==> run_1/sizes.png <==
Bar = 20 um.
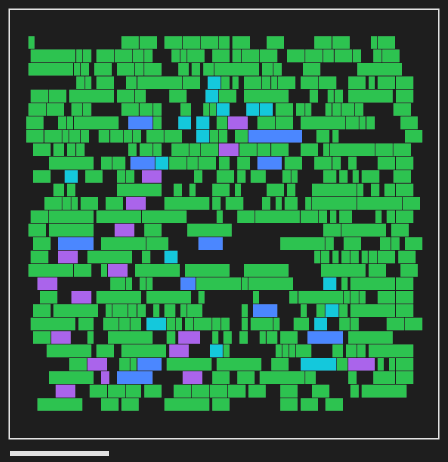
==> run_1/placement.png <==
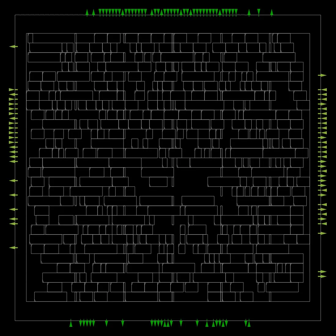
==> run_1/metal_density.png <==
The die is cut into 17 by 17 equal tiles; dark blue is low, red is high, scaled to the fullest tile. Values are wire area over tile area, all layers added.
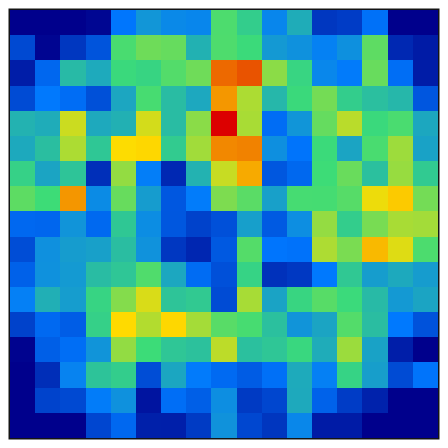
==> run_1/flops_by_reg.png <==
Bar = 20 um. Other sequential cells in the stronger grey, the rest of the logic in the fainter grey.
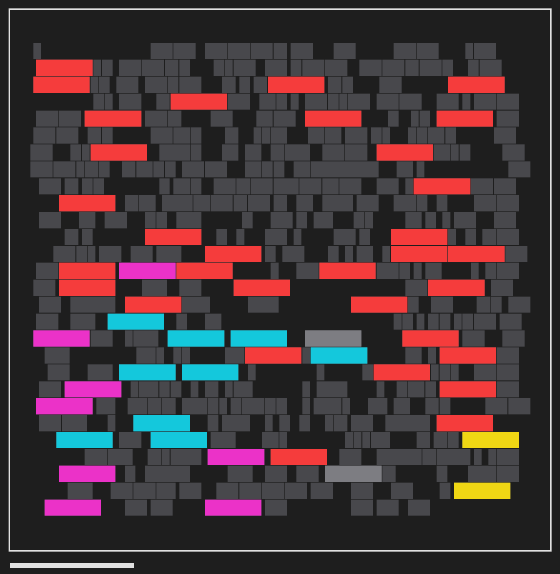
### src/rtl/rv32_enc_pkg.sv
// ============================================================================
// Module   : rv32_enc_pkg
// Purpose  : RV32I instruction formats, opcode constants and the field-packing
//            and immediate-range helpers shared by the loader/encoder.
// Revision : 1.0  initial release
// ============================================================================
`default_nettype none

package rv32_enc_pkg;

  typedef enum logic [2:0] {
    FMT_R = 3'd0,
    FMT_I = 3'd1,
    FMT_S = 3'd2,
    FMT_B = 3'd3,
    FMT_U = 3'd4,
    FMT_J = 3'd5
  } fmt_e;

  localparam logic [6:0] OP_LUI    = 7'h37;
  localparam logic [6:0] OP_AUIPC  = 7'h17;
  localparam logic [6:0] OP_JAL    = 7'h6F;
  localparam logic [6:0] OP_JALR   = 7'h67;
  localparam logic [6:0] OP_BRANCH = 7'h63;
  localparam logic [6:0] OP_LOAD   = 7'h03;
  localparam logic [6:0] OP_STORE  = 7'h23;
  localparam logic [6:0] OP_IMM    = 7'h13;
  localparam logic [6:0] OP_REG    = 7'h33;

  localparam logic [31:0] NOP_INSTR = 32'h0000_0013;

  // Immediates are truncated to the field width; unknown formats become a NOP.
  function automatic logic [31:0] encode_instr(
    input logic [2:0]  fmt,
    input logic [6:0]  opcode,
    input logic [4:0]  rd,
    input logic [4:0]  rs1,
    input logic [4:0]  rs2,
    input logic [2:0]  funct3,
    input logic [6:0]  funct7,
    input logic [31:0] imm
  );
    logic [31:0] word;
    case (fmt)
      FMT_R:   word = {funct7, rs2, rs1, funct3, rd, opcode};
      FMT_I:   word = {imm[11:0], rs1, funct3, rd, opcode};
      FMT_S:   word = {imm[11:5], rs2, rs1, funct3, imm[4:0], opcode};
      FMT_B:   word = {imm[12], imm[10:5], rs2, rs1, funct3, imm[4:1], imm[11], opcode};
      FMT_U:   word = {imm[31:12], rd, opcode};
      FMT_J:   word = {imm[20], imm[10:1], imm[11], imm[19:12], rd, opcode};
      default: word = NOP_INSTR;
    endcase
    return word;
  endfunction

  // True when the immediate cannot be represented exactly by the format.
  function automatic logic imm_range_err(
    input logic [2:0]  fmt,
    input logic [31:0] imm
  );
    logic signed [31:0] s_imm;
    logic               bad;
    s_imm = imm;
    bad   = 1'b0;
    case (fmt)
      FMT_R:        bad = 1'b0;
      FMT_I, FMT_S: bad = (s_imm < -32'sd2048) || (s_imm > 32'sd2047);
      FMT_B:        bad = (s_imm < -32'sd4096) || (s_imm > 32'sd4094) || imm[0];
      FMT_U:        bad = (imm[11:0] != 12'd0);
      FMT_J:        bad = (s_imm < -32'sd1048576) || (s_imm > 32'sd1048574) || imm[0];
      default:      bad = 1'b1;
    endcase
    return bad;
  endfunction

endpackage

`default_nettype wire

### src/rtl/rv32_field_encoder.sv
// ============================================================================
// Module   : rv32_field_encoder
// Purpose  : Purely combinational packing of RV32I fields into a 32-bit word.
// Revision : 1.0  initial release
// ============================================================================
`default_nettype none

module rv32_field_encoder
  import rv32_enc_pkg::*;
(
  input  logic [2:0]  fmt,
  input  logic [6:0]  opcode,
  input  logic [4:0]  rd,
  input  logic [4:0]  rs1,
  input  logic [4:0]  rs2,
  input  logic [2:0]  funct3,
  input  logic [6:0]  funct7,
  input  logic [31:0] imm,
  output logic [31:0] word
);

  assign word = encode_instr(fmt, opcode, rd, rs1, rs2, funct3, funct7, imm);

endmodule

`default_nettype wire

### src/rtl/rv32_instr_loader_encoder.sv
// ============================================================================
// Module   : rv32_instr_loader_encoder
// Purpose  : Encodes RV32I field bundles and writes them to instmem from
//            address 0, holding the CPU in reset until the load completes.
//            Optional immediate checking: define RV32_ENC_CHECK_EN.
// Revision : 1.0  initial release
// ============================================================================
`default_nettype none

module rv32_instr_loader_encoder
  import rv32_enc_pkg::*;
#(
  parameter int DEPTH = 256,
  parameter int AW    = $clog2(DEPTH)
) (
  input  logic          clk,
  input  logic          res,
  input  logic          start,
  input  logic          in_valid,
  output logic          in_ready,
  input  logic [2:0]    in_fmt,
  input  logic [6:0]    in_opcode,
  input  logic [4:0]    in_rd,
  input  logic [4:0]    in_rs1,
  input  logic [4:0]    in_rs2,
  input  logic [2:0]    in_funct3,
  input  logic [6:0]    in_funct7,
  input  logic [31:0]   in_imm,
  input  logic          in_last,
  output logic          mem_we,
  output logic [AW-1:0] mem_addr,
  output logic [31:0]   mem_wdata,
  output logic          cpu_hold,
  output logic          done,
  output logic [AW:0]   count,
  output logic          overflow,
  output logic          err
);

  typedef enum logic [1:0] {
    ST_IDLE  = 2'd0,
    ST_LOAD  = 2'd1,
    ST_FLUSH = 2'd2,
    ST_DONE  = 2'd3
  } state_e;

  localparam logic [AW:0] c_depth    = (AW+1)'(DEPTH);
  localparam logic [AW:0] c_depth_m1 = (AW+1)'(DEPTH - 1);

  state_e        r_state;
  state_e        w_state_nxt;
  logic          r_mem_we;
  logic [AW-1:0] r_mem_addr;
  logic [31:0]   r_mem_wdata;
  logic [AW:0]   r_count;
  logic          r_overflow;
  logic [31:0]   w_word;
  logic          w_accept;
  logic          w_last_slot;
  logic          w_start_load;

  rv32_field_encoder u_field_encoder (
    .fmt    (in_fmt),
    .opcode (in_opcode),
    .rd     (in_rd),
    .rs1    (in_rs1),
    .rs2    (in_rs2),
    .funct3 (in_funct3),
    .funct7 (in_funct7),
    .imm    (in_imm),
    .word   (w_word)
  );

  // The count advances on the accept edge, so it already covers the word in flight.
  assign in_ready     = (r_state == ST_LOAD) && (r_count < c_depth);
  assign w_accept     = in_valid && in_ready;
  assign w_last_slot  = (r_count == c_depth_m1);
  assign w_start_load = start && ((r_state == ST_IDLE) || (r_state == ST_DONE));

  always_ff @(posedge clk or negedge res) begin
    if (!res) begin
      r_state <= ST_IDLE;
    end else begin
      r_state <= w_state_nxt;
    end
  end

  always_comb begin
    w_state_nxt = r_state;
    case (r_state)
      ST_IDLE, ST_DONE: begin
        if (start) w_state_nxt = ST_LOAD;
      end
      ST_LOAD: begin
        if (w_accept && (in_last || w_last_slot)) w_state_nxt = ST_FLUSH;
      end
      ST_FLUSH: w_state_nxt = ST_DONE;
      default:  w_state_nxt = ST_IDLE;
    endcase
  end

  always_ff @(posedge clk or negedge res) begin
    if (!res) begin
      r_mem_we    <= 1'b0;
      r_mem_addr  <= '0;
      r_mem_wdata <= '0;
      r_count     <= '0;
      r_overflow  <= 1'b0;
    end else begin
      r_mem_we <= w_accept;
      if (w_start_load) begin
        r_count    <= '0;
        r_overflow <= 1'b0;
      end else if (w_accept) begin
        r_mem_addr  <= r_count[AW-1:0];
        r_mem_wdata <= w_word;
        r_count     <= r_count + 1'b1;
        if (w_last_slot && !in_last) r_overflow <= 1'b1;
      end
    end
  end

`ifdef RV32_ENC_CHECK_EN
  logic r_err;

  always_ff @(posedge clk or negedge res) begin
    if (!res) begin
      r_err <= 1'b0;
    end else if (w_start_load) begin
      r_err <= 1'b0;
    end else if (w_accept && imm_range_err(in_fmt, in_imm)) begin
      r_err <= 1'b1;
    end
  end

  assign err = r_err;
`else
  assign err = 1'b0;
`endif

  assign mem_we    = r_mem_we;
  assign mem_addr  = r_mem_addr;
  assign mem_wdata = r_mem_wdata;
  assign count     = r_count;
  assign overflow  = r_overflow;
  assign cpu_hold  = (r_state != ST_DONE);
  assign done      = (r_state == ST_DONE);

endmodule

`default_nettype wire

### config.mk
export PLATFORM = sky130hd
export DESIGN_NAME = rv32_instr_loader_encoder
export DESIGN_NICKNAME = d
export VERILOG_FILES = /design/src/rtl/rv32_enc_pkg.sv /design/src/rtl/rv32_field_encoder.sv /design/src/rtl/rv32_instr_loader_encoder.sv
export SDC_FILE = /design/constraint.sdc
export NUM_CORES = 1
export LEC_CHECK = 0
export CORE_MARGIN = 3
export CORE_UTILIZATION = 42
export CTS_CLUSTER_DIAMETER = 100
export DETAILED_ROUTE_END_ITERATION = 8
export PLACE_DENSITY_LB_ADDON = 0.25
export SLEW_MARGIN = 20
export SYNTH_ARGS = -nofsm -noshare
export SYNTH_HDL_FRONTEND = slang
export SYNTH_SLANG_ARGS = --single-unit
### constraint.sdc
create_clock -name clk -period 2.26 [get_ports clk]
set_input_delay 0.565 -clock clk [delete_from_list [all_inputs] [get_ports clk]]
set_output_delay 0.565 -clock clk [all_outputs]
set_load 0.01 [all_outputs]
==> CHANGELOG.md, run 1 <==
## Implementation

- Synthesized area: 0.00274 mm2
- Biggest Area Class: non-clock buffers
- Worst Setup SP: r_state[0]
- R2R Path End: r_state[0]
- Main flop type: dfrtp_1
- Mean post-synth cell area: 9.53 um2
- Total grt overflow: 0
- Sw Share: 33.4%
- CP Max Fanout: 3
- VDD IR max: 0.000662 V
- Fraction of area in non-clock buffers: 32.9%
- H-tree depth: 2
- FF/Latch Area: 0.00133 mm2
- Highest clock rate: 485 MHz
- I/O pin cnt: 127
- Status: complete, no violations
- # hold bufs at CTS: 0
- Fp_density: 44.8%
- Final Setup Violations: 0
- Total power: 4110 uW
- Worst setup path endpoint: cpu_hold
- Non-clk bufs: 142
- Die Span X: 86.8 um
- Slew @ Worst Pin: 832 ps
- First-pass GRT wire length: 12600 um
- Power density cells: 968 mW/mm2
- Gate power share: 47.6%
- Ant. Diodes: 0
- Fillers: 495
- Mi-comb count: 208
- Post-layout period usage: 91.3%
- Fraction of area in multi-input gates: 30.1%
- 1st-pass router iterations: 4
- Clock Network Area Fraction: 2.74%
- Clk pin slew, worst setup/hold paths: 90 ps
- Final Hold Viols: 0
- Layout cell share with drive strength beyond 1: 10.7%
- DP Area: 0.00413 mm2
- Worst-case reg-to-reg path depth: 8
- Syn nets: 364
- CP Launch Type: register
- Tmin final: 2060 ps
- Yosys cell types: 39
- # Taps: 75
- Cts bufs inserted: 5
- Final instance area: 0.00425 mm2
- Clk latency late pin: 310 ps
- Hold crit path type: input port to asynchronous set/reset pin
- P_seq: 1480 uW
- Port Buffers: 125
- Seq/Total Area, Yosys: 48.3%
- Routability cong.: 0.823
- Inverters: 8
- Clock power share: 16.3%
- Sw power: 1370 uW
- Most numerous logic cell after layout: clkdlybuf4s50_1
- Final wirelength: 7830 um
- Critical R2R Launch: count[0]
- CTS tree: built
- Post-synthesis async set-or-reset flop share: 100%
- Synth area leaders: dfrtp_1, a21oi_1, mux2_2
- Slew headroom: 44.4%
- Yosys top cell by area: dfrtp_1
- Post-synth regs: 53
- Worst Hold Slack: 230 ps
-- sizes.png (at the start) --
[purple] _2 cells | cells: 17 | share: 4.1%
[blue] _6 and larger | cells: 11 | share: 2.6%
[green] _0 and _1 cells | cells: 374 | share: 89%
[cyan] _3 and _4 cells | cells: 17 | share: 4.1%

-- placement.png (at the start) --
Seq area share: 31.2%
core region area: 0.00613 mm2
fin cells: 494

-- metal_density.png (at the start) --
fullest tile: 0.46
tiles over half the peak: 26%
mean over tiles: 0.17

-- flops_by_reg.png (at the start) --
[cyan] count | flops: 9
[red] mem_wdata | flops: 32
[yellow] r_state | flops: 2
[magenta] mem_addr | flops: 8 | where: lower left
not coloured: 2

run 1: through the flow:
| step | setup TNS, ps | util, % | setup slack [ps] | std cells |
|---|---|---|---|---|
| detailed placement | -83.0 | 67.4 | -36.8 | 486 |
| CTS | 0 | 69.3 | 180 | 494 |
| global placement | 0 | 67.4 | 39.0 | 486 |
| finish | 0 | 69.3 | 196 | 494 |
| floorplan | 0 | - | 553 | 288 |
| global route | 0 | 69.3 | 121 | 494 |
run 1: cell usage after synthesis (2+ instances only):
master / count
nand4_1: 3
nand3b_1: 2
buf_2: 12
clkbuf_1: 2
inv_1: 7
nor2b_1: 22
xnor2_1: 3
mux2_2: 14
nand2_1: 16
buf_4: 3
o21ai_0: 17
a22oi_1: 10
ha_1: 4
nor2_1: 36
a31oi_1: 2
dfrtp_1: 53
nor3_1: 2
a21oi_1: 48
mux2i_1: 6
xor2_1: 3
nand3_1: 5
run 1: cells by family after synthesis:
| kind of cell | after synthesis | share of synthesized area (%) |
|---|---|---|
| and+or+nand+nor | 95 | 18.3 |
| AOI/OAI and AO/OA | 82 | 16.5 |
| DFF | 53 | 48.3 |
| buffers and inverters | 27 | 5.11 |
| muxes | 20 | 7.93 |
| xor gates and xnor gates | 6 | 1.92 |
| adders and majority gates | 4 | 1.82 |
| other | 1 | 0.137 |
run 1: layer usage:
metal	wire [um]	vias to the layer above	track usage (%)	share of wire (%)
li1	-	1253	-	-
met1	3170	1227	26.4	41
met2	3950	79	36.0	50
met3	517	12	5.61	6.6
met4	189	0	8.07	2.4
met5	0	-	0	0
run 1: registers in the layout, indices dropped and copies added, names as in the netlist:
signal	flops
count	9
mem_addr	8
mem_wdata	32
mem_we	1
overflow	1
r_state	2
run 1: critical path, cell delays in order, from the launching register on:
cell and delay [ps]:
dfrtp_1 410, ha_1 210, inv_1 50, clkdlybuf4s50_1 520
--- run 2 (diff from run 1) ---
--- a/config.mk
+++ b/config.mk
@@ -10,7 +10,9 @@
 export CTS_CLUSTER_DIAMETER = 100
 export DETAILED_ROUTE_END_ITERATION = 8
 export PLACE_DENSITY_LB_ADDON = 0.25
+export SKIP_CTS_REPAIR_TIMING = 1
 export SLEW_MARGIN = 20
 export SYNTH_ARGS = -nofsm -noshare
 export SYNTH_HDL_FRONTEND = slang
+export SYNTH_HIERARCHICAL = 1
 export SYNTH_SLANG_ARGS = --single-unit
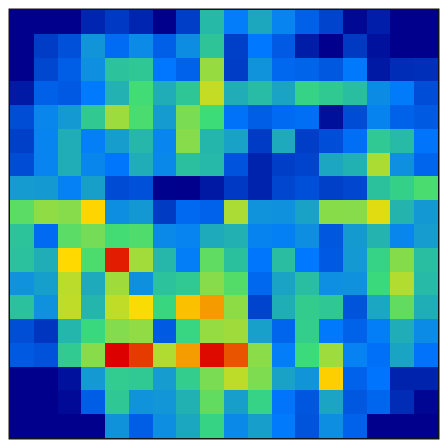
(run_2/metal_density.png)
The die is cut into 18 by 18 equal tiles; dark blue is low, red is high, scaled to the fullest tile. Values are wire area over tile area, all layers added.
densest ninth of the die: bottom centre
mean over tiles: 0.14
emptiest ninth of the die: upper right
nearly empty tiles: 8.0%
tiles over half the peak: 18%

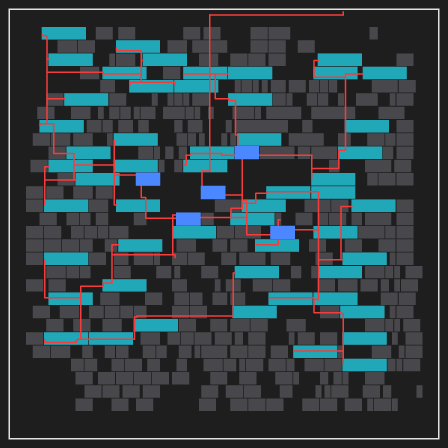
(run_2/clk_routes.png)
[red] clock wires | length: 609 um
[blue] clock drivers | count: 5
[cyan] flip-flops | count: 53
routed clock nets: 6

==> run 2 against run 1 <==
  * Critical path depth is the same
  * Combinational power shrank 4%
  * Die area up 2.1%
  * Global-route usage is 3.4 points lower
  * Clock-buffer cell count shrank 1
  * First-iteration DRC count decreased by 17%
  * Sequential power fell by 3%
  * Maximum frequency shrank 1.6%
  * Critical path type unchanged
  * Largest power group unchanged
  * Non-clock buffer count decreased by 6
==> CHANGELOG.md, run 2 <==
## Implementation

- Status: complete, no violations
- Sw Share: 30.1%
- FF/Latch Area: 0.00133 mm2
- Tmin final: 2100 ps
- Worst Hold Slack: 258 ps
- Most numerous logic cell after layout: clkdlybuf4s50_1
- Post-synth regs: 53
- Setup tns final: 0 ps
- CP Max Fanout: 3
- Final Hold Viols: 0
- Placed cell count: 442
- Cts bufs inserted: 5
- Fin cells: 450
- Routability cong.: 0.880
- H-tree depth: 2
- Slew headroom: 52.4%
- Top cells by count: dfrtp_1, mux2_2, a22oi_1, nand2_1, nor2_1
- Syn nets: 319
- CTS tree: built
- First-pass GRT wire length: 11000 um
- Clk latency late pin: 300 ps
- Seq/Total Area, Yosys: 47.3%
- Gate power share: 47.4%
- Slew @ Worst Pin: 712 ps
- Synthesized area: 0.00281 mm2
- VDD IR max: 0.000484 V
- Mean post-synth cell area: 11.5 um2
- DP Area: 0.00412 mm2
- Die Span X: 87.7 um
- Port Buffers: 125
- Yosys cell types: 41
- I/O pin cnt: 127
- Fillers: 497
- Final Setup Violations: 0
- Hold crit path type: input port to asynchronous set/reset pin
- Highest clock rate: 477 MHz
-- run 2: layer usage --
metal,up-vias,part of all wire (%),GRT usage [%]
li1,1115,-,-
met1,1087,45,24.3
met2,86,48,30.3
met3,4,6.2,4.23
met4,0,1.0,3.35
met5,-,0,0
-- run 2: critical path, stage by stage, from the launching register on --
cell             delay, ps
dfrtp_1                440
ha_1                   230
inv_1                   60
clkdlybuf4s50_1        530
-- run 2: path summary, 6_finish.rpt --
path / startpoint / cells past startpoint / to / slack [ps]
setup / recovery: r_state[0] / 3 / cpu_hold / 160
min in group clk: overflow / 2 / overflow / 510
setup reg to reg: count[0] / 8 / r_state[0] / 500
max in group asynchronous: res / 2 / mem_wdata[4] / 1310
hold reg to reg: overflow / 2 / overflow / 510
hold / removal: res / 1 / count[1] / 260
-- run 2: cell type report --
cell class | count | share of cell area, %
Timing Repair Buffer | 136 | 31.6
Clock buffer | 6 | 1.71
Clock inverter | 2 | 0.913
Multi-Input combinational cell | 161 | 30.9
Tap cell | 77 | 2.27
Sequential cell | 53 | 31.2
Inverter | 15 | 1.33
-- run 2: per-stage QoR --
stage | power, uW | setup WS, ps
floorplan | 2400 | 601
global placement | 3300 | -4.06
detailed placement | 3330 | -21.7
CTS | 3980 | -28.3
global route | 4200 | 54.3
finish | 3950 | 162
-- run 2: cell families after synthesis --
logic type / after synthesis / share of synthesized area (%)
DFF: 53 / 47.3
muxes: 46 / 19.8
and+or+nand+nor: 53 / 10.1
adders and majority gates: 4 / 1.78
xor gates and xnor gates: 6 / 1.87
buffers and inverters: 29 / 6.33
other: 1 / 0.134
AOI/OAI and AO/OA: 51 / 12.7
Power figures rest on the tool's default switching activity, not on a simulated workload.
